==> config.mk <==
export PLATFORM = sky130hd
export DESIGN_NAME = rank_trim_mean_flat
export DESIGN_NICKNAME = d
export VERILOG_FILES = /design/src/rtl/rank_trim_pkg.sv /design/src/rtl/rank_trim_mean_if.sv /design/src/rtl/seq_divider.sv /design/src/rtl/rank_trim_mean.sv /design/src/flat_wrapper.sv
export SDC_FILE = /design/constraint.sdc
export NUM_CORES = 1
export LEC_CHECK = 0
export ABC_AREA = 1
export CAP_MARGIN = 40
export CORE_ASPECT_RATIO = 0.8
export CORE_MARGIN = 2
export CORE_UTILIZATION = 50
export DETAILED_ROUTE_END_ITERATION = 7
export PLACE_DENSITY = 0.75
export REMOVE_ABC_BUFFERS = 1
export SETUP_SLACK_MARGIN = 0.4
export SLEW_MARGIN = 5
export SYNTH_ARGS = -nofsm -noshare
export SYNTH_HDL_FRONTEND = slang
export SYNTH_SLANG_ARGS = --single-unit
==> constraint.sdc <==
create_clock -name clk -period 16.8 [get_ports clk]
set_input_delay 1.68 -clock clk [delete_from_list [all_inputs] [get_ports clk]]
set_output_delay 1.68 -clock clk [all_outputs]
set_load 0.02 [all_outputs]
run_1/final_placement.png
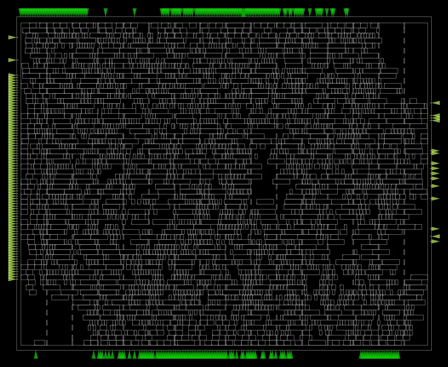
Tap Count: 495
tally of non-filler cells in the final layout: 3,492

run_1/cell_classes.png
Fill, decap, tap and diode cells in grey.
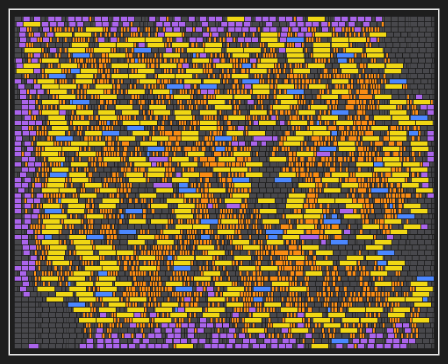
legend:
  clock drivers and dummy loads:
    colour: blue
    cells: 73
    share_of_their_area: 5.4%
  other buffers and delay cells:
    colour: purple
    cells: 354
    share_of_their_area: 15%
  flip-flops:
    colour: yellow
    cells: 391
    share_of_their_area: 41%
  all other logic:
    colour: orange
    cells: 2,176
    share_of_their_area: 39%
final std cell area, no fill: 24,630 um^2
end-of-flow core utilization: 0.6435
Core Region: 38,280 um^2
fraction of standard cell area that is sequential: 0.3973
row cnt: 64

run_1/registers.png
Other sequential cells in the stronger grey, the rest of the logic in the fainter grey.
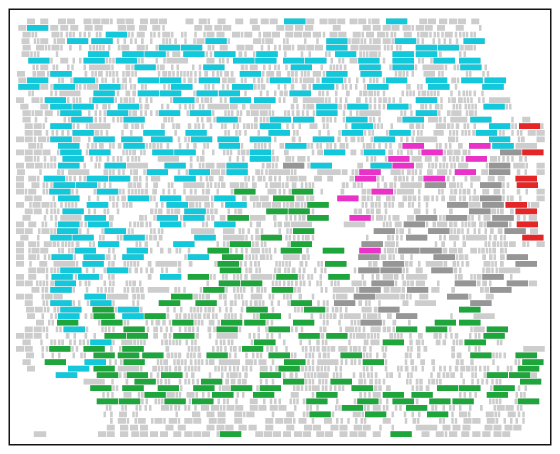
legend:
  `u_core.acc_q`:
    colour: magenta
    placed_flops: 14
  `u_core.bus.mean_out`:
    colour: red
    placed_flops: 8
    where: right middle
  `u_core.idx_q`:
    colour: green
    placed_flops: 125
  `u_core.data_q`:
    colour: cyan
    placed_flops: 200
register cell area after layout: 9786 um^2
Power Sequential: 1250 uW

==> Changelog: implementation, run 1 <==
## Implementation

- Critical path buffer and inverter count: 2
- Die boundary width: roughly 220 um
- Grt met2 use: 0.4456
- Post-Synthesis Mean Instance Area: 7.312 um^2
- Net switching component of the power: 1305 uW
- Arrival time at the worst endpoint: 7990 ps
- Share of synthesized cell area in and-or and or-and compound cells: 0.05340
- Period Utilization, post-route: 0.4508
- Net switching share of the total power: 0.3874
- Wire length of the first global-routing pass: 93,080 um
- Post-synthesis chip area from yosys: 19,400 um^2
- Detailed-route DRC error count: 0
- Core Util at FP: 0.5068
- Sum of overflow across all layers after global routing: 0
- WP data required: around 17,000 ps
- Post-synthesis share of cell area spent on and, or, nand and nor gates: 0.3616
- Clock Root Buffer: clkbuf_16
- Met3 usage in global routing: 0.04680
- Data-path buffer share of cell area in the final layout: 0.1472
- Setup repair after global routing missed its margin: false
- Minimum hold slack: 469.5 ps
- Portion of the layout cell area used by clock cells: 0.05267
- Clock buffers created by TritonCTS: 41
- Clock transition time at the flip-flop clock pins of the worst setup and hold paths: 60 ps
- Highest routed layer: met4
- Total power per unit cell area: 136.8 nW/um^2
- Xor-xnor portion of the synthesized cell area: 0.002709
- Max cap viols: 0
- Combinational group power: 1240 uW
- Via count: 18,190
- Non-clock inverter instance count of the final layout: 245
- Top Layout Cells: 1,388 x nand2_1, 390 x dfrtp_1, 337 x clkdlybuf4s50_1
- Count of library flops with an enable pin: 0
- Run status: complete, no violations
- Post-placement setup slack: around 9600 ps
- Ports: between 300 and 400
- Length of the first detailed-routing pass in iterations: 5
- Max FO, Critical Path: 12
- Most used cell along the critical path: nand2_1
- Relative slew slack: 0.2998
- Setup repair bufs after CTS: 0
- Number of cell instances after yosys synthesis: 2,653
- Synth Area in Adders: 0.01329
- Global-route met1 utilization: 0.4083
- Peak supply drop: 75.78 uV
- Largest net degree at the start of global routing: around 250
- Seq share, synth: 0.5044
- P&R area growth vs syn: 26.97%
- Flip-flop count of the largest register, all copies and words added: 200
- Yosys top cell by area: dfrtp_1
- Combinational group share of total power: 0.367
- Final HPWL from detailed placement: 42,620 um
- Nets: 3,312
- Vertical die dimension: 180.2 um
- Netlist Area Pre-Place: 19,400 um^2
- Count of placed standard cells including taps: 3,416
- Internal power: slightly above 2000 uW
- Commonest cells in the netlist: 1,388 x nand2_1, 390 x dfrtp_1, 221 x inv_1, 103 x nor2_1, 94 x o21ai_0
- Number of library cell types mapped by synthesis: 44
- Top area cells in the synthesized netlist: dfrtp_1 50%, nand2_1 27%, inv_1 4.3%
- Global route hottest layer: met2
- Clock Path Buffers: 3
- Critical setup path kind: reg2reg
- Final RePlAce weighted congestion: 0.9331
- Filler cells: 3,399
- TritonCTS clock tree: done
- Final Hold Violating Endpoints: 0
- WP depth: 60
- H-Tree Level Count: 2
- Total negative slack for setup checks: 0 ps
- Total die size: approximately 40,000 um^2
- Number of warnings in the stage logs: 37
- MUX area fraction: 0
- Largest delay share family, worst path: simple AND/OR/NAND/NOR gates
- Top pwr grp: registers
- Overall routed net length: 57,210 um
- Minimum clock period after layout: ~7600 ps
- Quantity of hold-fixing buffers added after cts: 0
- Peak per-stage delay on the critical path: 590 ps
- Hold Path Cell Cnt: 2
- Worst reg2reg setup slack: 9230 ps
run_1/wire_density.png
Scale bar: 50 um. 22 x 18 tiles, from black (low) to pale yellow (high), scaled to the fullest tile. Values are wire area over tile area, all layers added.
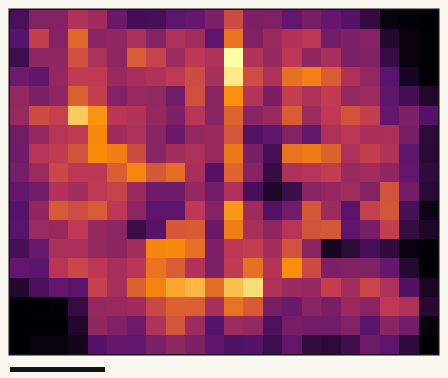

==> inputs of run 2 (changes only) <==
- CORE_UTILIZATION: 50 -> 48
- PLACE_DENSITY: 0.75 -> 0.76
- clock period: 16.8 -> 6.88 ns (I/O delays scaled with it)
run_2/wire_density.png
Scale bar: 50 um. 23 x 18 tiles, from black (low) to pale yellow (high), scaled to the fullest tile. Values are wire area over tile area, all layers added.
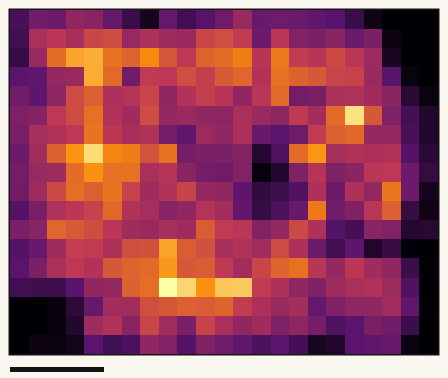
mean over tiles: 0.23
nearly empty tiles: 5.1%
emptiest ninth of the die: bottom right
fullest tile: 0.58
tiles over half the peak: 27%
overall fraction of global-route tracks in use: 0.2735
via count: 18,440

run_2/zoom.png
Scale bar: 20 um. Window x 32 to 82, y 21 to 71 um. Cells in grey, sequential cells in the stronger grey; small squares are vias.
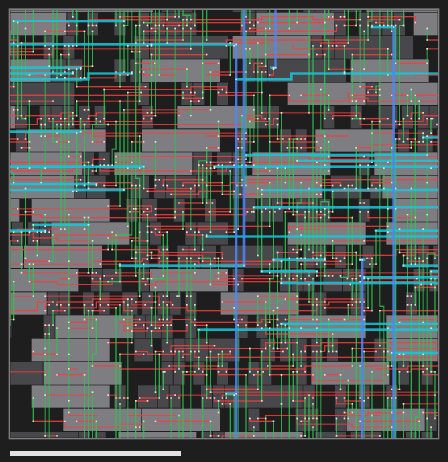
legend:
  met2:
    colour: green
  met4:
    colour: blue
  met1:
    colour: red
  met3:
    colour: cyan
sequential cells in the window: 39
cells with their middle in the window: 209
most frequent: nand2_1 (111), dfrtp_1 (39), inv_1 (17)

run_2/final_placement.png
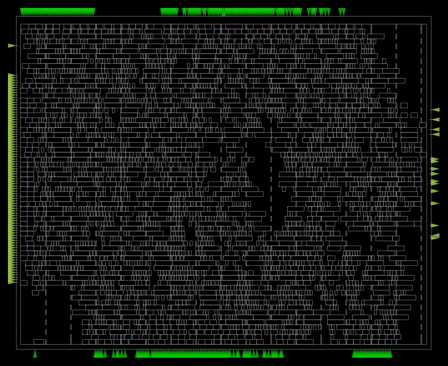
row cnt: 65
end-of-flow core utilization: 0.6443
fraction of standard cell area that is sequential: 0.3837

==> run 2 against run 1 <==
  * Final area is 3.6% higher
  * Register-to-register slack worse by 9000 ps
  * Via count is 1.4% higher
  * Flip-flop count stayed put
  * Sequential share of layout area is 1.4 points lower
  * Clock power went up to 2.6 times the previous value
  * Critical path depth is 5 higher
  * Synthesized cell count stayed put
  * Worst hold slack worse by 300 ps
  * Combinational power went up to 2.8 times the previous value
==> Changelog: implementation, run 2 <==
## Implementation

- Top Layout Cells: 1,368 x nand2_1, 385 x dfrtp_1, 337 x clkdlybuf4s50_1 (was 1,388 x nand2_1, 390 x dfrtp_1, 337 x clkdlybuf4s50_1)
- Final std cell area, no fill: 25,520 um^2 (was 24,630 um^2)
- Grt met2 use: 0.4393 (was 0.4456)
- WP data required: 7300 ps (was 17,220 ps)
- Post-Synthesis Mean Instance Area: 7.312 um^2 (unchanged)
- Combinational group power: 3430 uW (was 1240 uW)
- Non-clock inverter instance count of the final layout: 245 (unchanged)
- Power Sequential: 3050 uW (was 1250 uW)
- Number of cell instances after yosys synthesis: 2,653 (unchanged)
- Most used cell along the critical path: nand2_1 (unchanged)
- Share of synthesized cell area in and-or and or-and compound cells: 0.05340 (unchanged)
- Run status: complete, no violations (unchanged)
- Ports: 339 (unchanged)
- Global route hottest layer: met2 (unchanged)
- Flip-flop count of the largest register, all copies and words added: 200 (unchanged)
- Filler cells: 3,381 (was 3,399)
- Length of the first detailed-routing pass in iterations: 7 (was 5)
- Net switching component of the power: 3333 uW (was 1305 uW)
- Global-route met1 utilization: 0.3768 (was 0.4083)
- Total negative slack for setup checks: 0 ps (unchanged)
- Relative slew slack: 0.3339 (was 0.2998)
- Critical path buffer and inverter count: 10 (was 2)
- Minimum hold slack: 169.5 ps (was 469.5 ps)
- Count of placed standard cells including taps: 3,464 (was 3,416)
- Number of warnings in the stage logs: 40 (was 37)
- Synth Area in Adders: 0.01329 (unchanged)
- Arrival time at the worst endpoint: 7050 ps (was 7990 ps)
- H-Tree Level Count: 2 (unchanged)
- Yosys top cell by area: dfrtp_1 (unchanged)
- Final HPWL from detailed placement: 42,670 um (was 42,620 um)
- Total die size: 42,050 um^2 (was 40,400 um^2)
- Critical setup path kind: reg2reg (unchanged)
- Number of library cell types mapped by synthesis: 44 (unchanged)
- Met3 usage in global routing: 0.04560 (was 0.04680)
- Max FO, Critical Path: 7 (was 12)
- Sum of overflow across all layers after global routing: 0 (unchanged)
- Combinational group share of total power: 0.393 (was 0.367)
- Vertical die dimension: 183.8 um (was 180.2 um)
- Setup repair bufs after CTS: 21 (was 0)
- Top pwr grp: combinational cells (was registers)
- Count of library flops with an enable pin: 0 (unchanged)
- Commonest cells in the netlist: 1,388 x nand2_1, 390 x dfrtp_1, 221 x inv_1, 103 x nor2_1, 94 x o21ai_0 (unchanged)
- Nets: 3,376 (was 3,312)
- Netlist Area Pre-Place: 19,400 um^2 (unchanged)
- Peak per-stage delay on the critical path: 460 ps (was 590 ps)
- Top area cells in the synthesized netlist: dfrtp_1 50%, nand2_1 27%, inv_1 4.3% (unchanged)
- Setup repair after global routing missed its margin: true (was false)
- Max cap viols: 0 (unchanged)
- Peak supply drop: 219.9 uV (was 75.78 uV)
- MUX area fraction: 0 (unchanged)
- Net switching share of the total power: 0.3812 (was 0.3874)
- Worst reg2reg setup slack: 250 ps (was 9230 ps)
- Post-synthesis chip area from yosys: 19,400 um^2 (unchanged)
- Final Hold Violating Endpoints: 0 (unchanged)
- Register cell area after layout: 9792 um^2 (was 9786 um^2)
- Seq share, synth: 0.5044 (unchanged)
- P&R area growth vs syn: 31.54% (was 26.97%)
- Detailed-route DRC error count: 0 (unchanged)
- Period Utilization, post-route: 0.9635 (was 0.4508)
- TritonCTS clock tree: done (unchanged)
- Total power per unit cell area: 342.6 nW/um^2 (was 136.8 nW/um^2)
- Largest delay share family, worst path: simple AND/OR/NAND/NOR gates (unchanged)
- Post-placement setup slack: 32.52 ps (was 9570 ps)
- Wire length of the first global-routing pass: 92,080 um (was 93,080 um)
- Clock buffers created by TritonCTS: 41 (unchanged)
- Final RePlAce weighted congestion: 0.9510 (was 0.9331)
Power figures rest on the tool's default switching activity, not on a simulated workload.
